--- src/rtl/gci_std_display_pixel_buffer.sv ---
// Display pixel FIFO between the frame fetcher and the timing generator.
// It prefills each frame, streams on request, and flags underruns.
module gci_std_display_pixel_buffer #(
   parameter int unsigned             P_DATA_WIDTH     = 16,
   parameter int unsigned             P_DEPTH_N        = 6,
   parameter int unsigned             P_PREFILL        = 32,
   parameter logic [P_DATA_WIDTH-1:0] P_UNDERRUN_COLOR = '1
)(
   input  logic                    iDISP_CLOCK,
   input  logic                    inRESET,
   input  logic                    iRESET_SYNC,
   input  logic                    iWR_VALID,
   input  logic [P_DATA_WIDTH-1:0] iWR_DATA,
   output logic                    oWR_READY,
   output logic                    oFRAME_START,
   input  logic                    iDATA_REQ,
   input  logic                    iDATA_SYNC,
   input  logic                    inDISP_HSYNC,
   input  logic                    inDISP_VSYNC,
   output logic [P_DATA_WIDTH-1:0] oDISP_DATA,
   output logic                    oDISP_ENA,
   output logic                    onDISP_HSYNC,
   output logic                    onDISP_VSYNC,
   output logic                    oUNDERRUN
);

   localparam int unsigned            DEPTH_C       = 1 << P_DEPTH_N;
   localparam logic [P_DEPTH_N:0]     DEPTH_CNT_C   = (P_DEPTH_N + 1)'(DEPTH_C);
   localparam logic [P_DEPTH_N:0]     PREFILL_CNT_C = (P_DEPTH_N + 1)'(P_PREFILL);
   localparam logic [P_DEPTH_N:0]     CNT_ONE_C     = (P_DEPTH_N + 1)'(1);
   localparam logic [P_DEPTH_N-1:0]   PTR_ONE_C     = P_DEPTH_N'(1);

   typedef enum logic [1:0] {
      ST_IDLE   = 2'd0,
      ST_FILL   = 2'd1,
      ST_STREAM = 2'd2,
      ST_ERROR  = 2'd3
   } state_t;

   state_t                  state_r;
   state_t                  state_nxt_s;
   logic [P_DEPTH_N:0]      count_r;
   logic [P_DEPTH_N:0]      count_nxt_s;
   logic [P_DEPTH_N-1:0]    wr_ptr_r;
   logic [P_DEPTH_N-1:0]    rd_ptr_r;
   logic [P_DATA_WIDTH-1:0] mem_r [DEPTH_C];

   logic                    sync_d_r;
   logic                    sync_edge_s;
   logic                    wr_ready_s;
   logic                    push_s;
   logic                    pop_s;
   logic                    underrun_hit_s;

   logic [P_DATA_WIDTH-1:0] data_r;
   logic [P_DATA_WIDTH-1:0] data_nxt_s;
   logic                    ena_r;
   logic                    hsync_r;
   logic                    vsync_r;
   logic                    underrun_r;
   logic                    underrun_nxt_s;
   logic                    frame_start_r;

   // A rising iDATA_SYNC is the only frame boundary; it overrides pushes and pops.
   assign sync_edge_s    = iDATA_SYNC & ~sync_d_r;
   assign wr_ready_s     = inRESET & ~iRESET_SYNC & (state_r != ST_IDLE)
                           & (count_r < DEPTH_CNT_C) & ~sync_edge_s;
   assign push_s         = iWR_VALID & wr_ready_s;
   assign pop_s          = (state_r == ST_STREAM) & iDATA_REQ
                           & (count_r != '0) & ~sync_edge_s;
   assign underrun_hit_s = (state_r == ST_STREAM) & iDATA_REQ
                           & (count_r == '0) & ~sync_edge_s;

   // Next-state decode for the frame state machine.
   always_comb begin
      state_nxt_s = state_r;
      if (sync_edge_s) begin
         state_nxt_s = ST_FILL;
      end else begin
         case (state_r)
            ST_IDLE:   state_nxt_s = ST_IDLE;
            ST_FILL:   state_nxt_s = (count_r >= PREFILL_CNT_C) ? ST_STREAM : ST_FILL;
            ST_STREAM: state_nxt_s = underrun_hit_s ? ST_ERROR : ST_STREAM;
            ST_ERROR:  state_nxt_s = ST_ERROR;
            default:   state_nxt_s = ST_IDLE;
         endcase
      end
   end

   // Occupancy update; simultaneous push and pop cancel out.
   always_comb begin
      count_nxt_s = count_r;
      if (sync_edge_s) begin
         count_nxt_s = '0;
      end else begin
         case ({push_s, pop_s})
            2'b10:   count_nxt_s = count_r + CNT_ONE_C;
            2'b01:   count_nxt_s = count_r - CNT_ONE_C;
            default: count_nxt_s = count_r;
         endcase
      end
   end

   // Pixel selection: a popped word, the underrun colour, or black.
   always_comb begin
      data_nxt_s = '0;
      if (sync_edge_s) begin
         data_nxt_s = '0;
      end else if (pop_s) begin
         data_nxt_s = mem_r[rd_ptr_r];
      end else if (iDATA_REQ & ((state_r == ST_STREAM) | (state_r == ST_ERROR))) begin
         data_nxt_s = P_UNDERRUN_COLOR;
      end else begin
         data_nxt_s = '0;
      end
   end

   // Underrun flag is sticky for the rest of the frame.
   always_comb begin
      underrun_nxt_s = underrun_r;
      if (sync_edge_s) begin
         underrun_nxt_s = 1'b0;
      end else if (underrun_hit_s) begin
         underrun_nxt_s = 1'b1;
      end else begin
         underrun_nxt_s = underrun_r;
      end
   end

   // Control state, pointers and registered panel outputs.
   always_ff @(posedge iDISP_CLOCK or negedge inRESET) begin
      if (!inRESET) begin
         state_r       <= ST_IDLE;
         count_r       <= '0;
         wr_ptr_r      <= '0;
         rd_ptr_r      <= '0;
         sync_d_r      <= 1'b0;
         data_r        <= '0;
         ena_r         <= 1'b0;
         hsync_r       <= 1'b1;
         vsync_r       <= 1'b1;
         underrun_r    <= 1'b0;
         frame_start_r <= 1'b0;
      end else if (iRESET_SYNC) begin
         state_r       <= ST_IDLE;
         count_r       <= '0;
         wr_ptr_r      <= '0;
         rd_ptr_r      <= '0;
         sync_d_r      <= 1'b0;
         data_r        <= '0;
         ena_r         <= 1'b0;
         hsync_r       <= 1'b1;
         vsync_r       <= 1'b1;
         underrun_r    <= 1'b0;
         frame_start_r <= 1'b0;
      end else begin
         state_r       <= state_nxt_s;
         count_r       <= count_nxt_s;
         sync_d_r      <= iDATA_SYNC;
         data_r        <= data_nxt_s;
         ena_r         <= iDATA_REQ;
         hsync_r       <= inDISP_HSYNC;
         vsync_r       <= inDISP_VSYNC;
         underrun_r    <= underrun_nxt_s;
         frame_start_r <= sync_edge_s;
         if (sync_edge_s) begin
            wr_ptr_r <= '0;
            rd_ptr_r <= '0;
         end else begin
            if (push_s) begin
               wr_ptr_r <= wr_ptr_r + PTR_ONE_C;
            end
            if (pop_s) begin
               rd_ptr_r <= rd_ptr_r + PTR_ONE_C;
            end
         end
      end
   end

   // Storage array; contents are don't-care after reset.
   always_ff @(posedge iDISP_CLOCK) begin
      if (push_s) begin
         mem_r[wr_ptr_r] <= iWR_DATA;
      end
   end

   assign oWR_READY    = wr_ready_s;
   assign oFRAME_START = frame_start_r;
   assign oDISP_DATA   = data_r;
   assign oDISP_ENA    = ena_r;
   assign onDISP_HSYNC = hsync_r;
   assign onDISP_VSYNC = vsync_r;
   assign oUNDERRUN    = underrun_r;

endmodule

--- config.mk ---
export PLATFORM = sky130hd
export DESIGN_NAME = gci_std_display_pixel_buffer
export DESIGN_NICKNAME = d
export VERILOG_FILES = /design/src/rtl/gci_std_display_pixel_buffer.sv
export SDC_FILE = /design/constraint.sdc
export NUM_CORES = 1
export LEC_CHECK = 0
export ABC_AREA = 1
export CELL_PAD_IN_SITES_DETAIL_PLACEMENT = 0
export CELL_PAD_IN_SITES_GLOBAL_PLACEMENT = 1
export CORE_ASPECT_RATIO = 1.2
export CORE_MARGIN = 3
export CORE_UTILIZATION = 55
export CTS_CLUSTER_DIAMETER = 120
export DETAILED_ROUTE_END_ITERATION = 7
export HOLD_SLACK_MARGIN = 0.02
export PLACE_DENSITY = 0.85
export SLEW_MARGIN = 20
export SYNTH_ARGS = -nofsm -noshare
export SYNTH_HDL_FRONTEND = slang
export SYNTH_SLANG_ARGS = --single-unit
export TNS_END_PERCENT = 50
--- constraint.sdc ---
create_clock -name iDISP_CLOCK -period 5.1 [get_ports iDISP_CLOCK]
set_clock_uncertainty 0.1 [all_clocks]
set_input_delay 0.765 -clock iDISP_CLOCK [delete_from_list [all_inputs] [get_ports iDISP_CLOCK]]
set_output_delay 0.765 -clock iDISP_CLOCK [all_outputs]
set_load 0.05 [all_outputs]
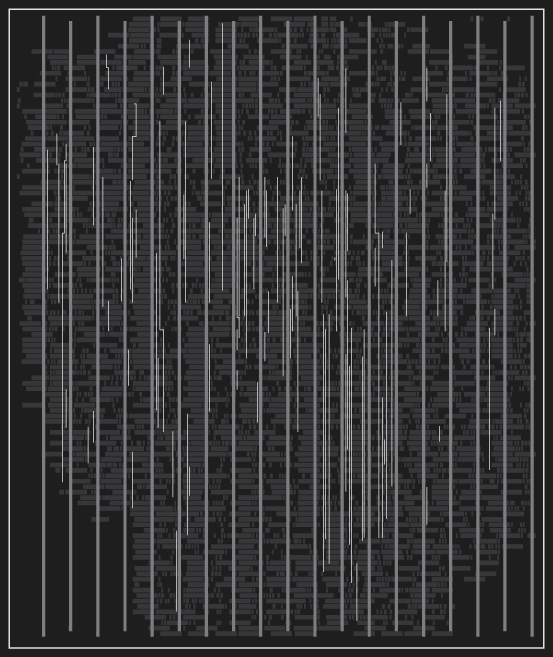
*Metal 4, run 1*
Scale: 2 px per µm. Supply wires on this layer in gray.
share of all routed wire: 4.2%
nets with wire on the layer: 67
longest straight run: 152 µm
wire length on this layer: 4900 µm
main direction: vertical
Total Routed Length: 118 mm
Vias: 29463

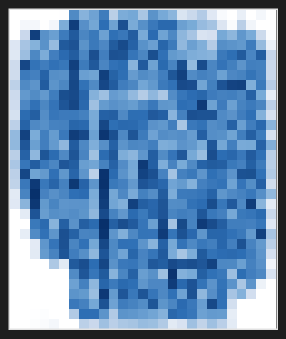
*Cell area per tile, run 1*
Scale: 1 px per µm. 27 x 32 tiles, from white (low) to dark blue (high), 0 to 100% covered.
nearly empty tiles: 8.8%
emptiest ninth of the die: south-west
tiles over 75% full: 25%
mean over tiles: 57%

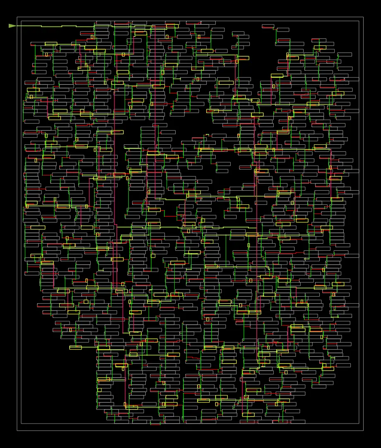
*Clock wiring as the flow saved it, run 1*
Clk. pwr: 7.51 mW
clock sink count: 1067
TritonCTS Buffers: 103

==> Slide: Implementation Results, run 1 <==
Implementation Results

Clock tree
  – Post-CTS Setup Inserts: 0
  – CTS H-tree lvls: 3

Power
  – Top pwr grp: registers
  – Clock share of power: 0.432
  – Seq pwr share: 0.553

Detailed routing
  – Met3 wire len: 8.92 mm
  – DRT iter0 DRCs: 3330
  – Detail Route Antenna Nets: 0

Worst setup path
  – R2R setup slack: 1.75 ns
  – Buffers and inverters on the worst path: 3
  – Worst path required time: 4.24 ns
  – Critical path class: in -> out

Outcome
  – Status: finished, final reports clean

Synthesis
  – Post-Synthesis Cell Area: 0.0448 mm²
  – Top cells by area: edfxtp_1, nand2_1, nand3_1, inv_1, dfrtp_1
  – Main synth FF type: edfxtp_1
  – Number of flops mapped to enable cells by yosys: 1024

Floorplanning
  – Tapcell count: 1044
  – Starting Density: 0.556

Global routing
  – Grt met2 use: 0.452
  – GRT busiest layer: met2

Final layout
  – Comb gates: 2458
  – Max reg flops: 1024
  – Sequential share of cell area: 0.641
  – ClkCell Share: 0.0668

Flow run
  – Log Warnings: 46

Timing
  – Hold WS: 0.114 ns
==> run 2, diff against run 1 <==
CORE_UTILIZATION = 51   (was 55)
PLACE_DENSITY = 0.8   (was 0.85)
clock period = 3.4 ns   (was 5.1 ns; I/O delays follow)
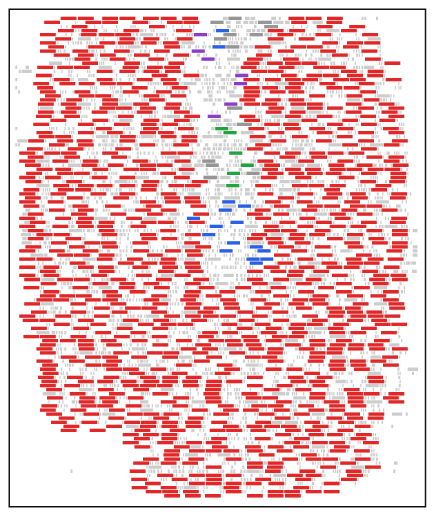
*Register map, names as in the netlist, run 2*
Scale: 1.5 px per µm.
[green] wr_ptr_r | sequential cells: 6
[red] mem_r | sequential cells: 1024 | where: spread over the die
[purple] count_r | sequential cells: 7 | where: north
[blue] oDISP_DATA | sequential cells: 16 | where: center
Seq. pwr: 14.4 mW
sequential share of cell area: 0.632
Flop area: 0.0318 mm²

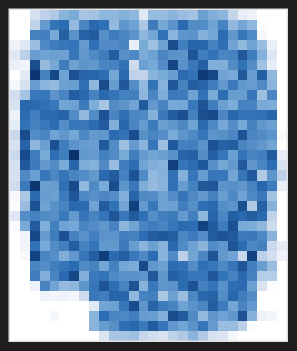
*Cell area per tile, run 2*
Scale: 1 px per µm. 28 x 33 tiles, from white (low) to dark blue (high), 0 to 100% covered.
fullest tile: 100%
nearly empty tiles: 10%
emptiest ninth of the die: south-west
final core utilization: 0.581
Starting Density: 0.517
Core ar.: 0.0867 mm²

==> Slide: Implementation Results, run 2 <==
Implementation Results

Outcome
  – Status: finished, final reports clean

Clock tree
  – Post-CTS Setup Inserts: 0
  – Clock sink count: 1067

Worst setup path
  – Critical path class: in -> out
  – R2R setup slack: 0.54 ns
  – Buffers and inverters on the worst path: 3

Global routing
  – Grt met2 use: 0.426
  – GRT busiest layer: met2

Power
  – Clock share of power: 0.419
  – Seq pwr share: 0.565
  – Top pwr grp: registers

Final layout
  – ClkCell Share: 0.0613
  – Max reg flops: 1024

Synthesis
  – Number of flops mapped to enable cells by yosys: 1024
  – Top cells by area: edfxtp_1, nand2_1, nand3_1, inv_1, dfrtp_1
  – Main synth FF type: edfxtp_1

Detailed routing
  – Detail Route Antenna Nets: 0
  – Vias: 29866
  – DRT iter0 DRCs: 3056

Timing
  – Hold WS: 0.235 ns

Floorplanning
  – Tapcell count: 1140
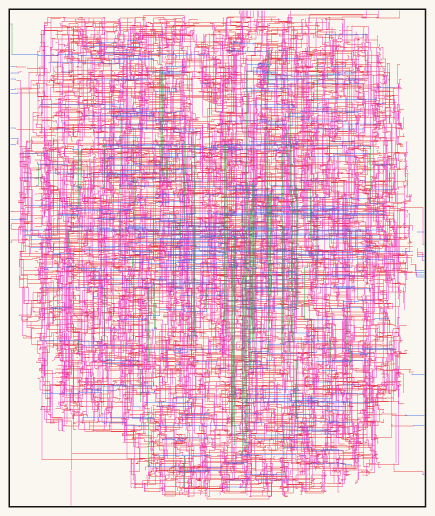
*Routed metal, one color a layer, run 2*
Scale: 1.5 px per µm.
[blue] M3 | wire length: 9560 µm
[red] M1 | wire length: 49.7 mm
[green] M4 | wire length: 5090 µm
[magenta] M2 | wire length: 57.2 mm

No activity file was given, so power comes from the tool's default toggle rates.
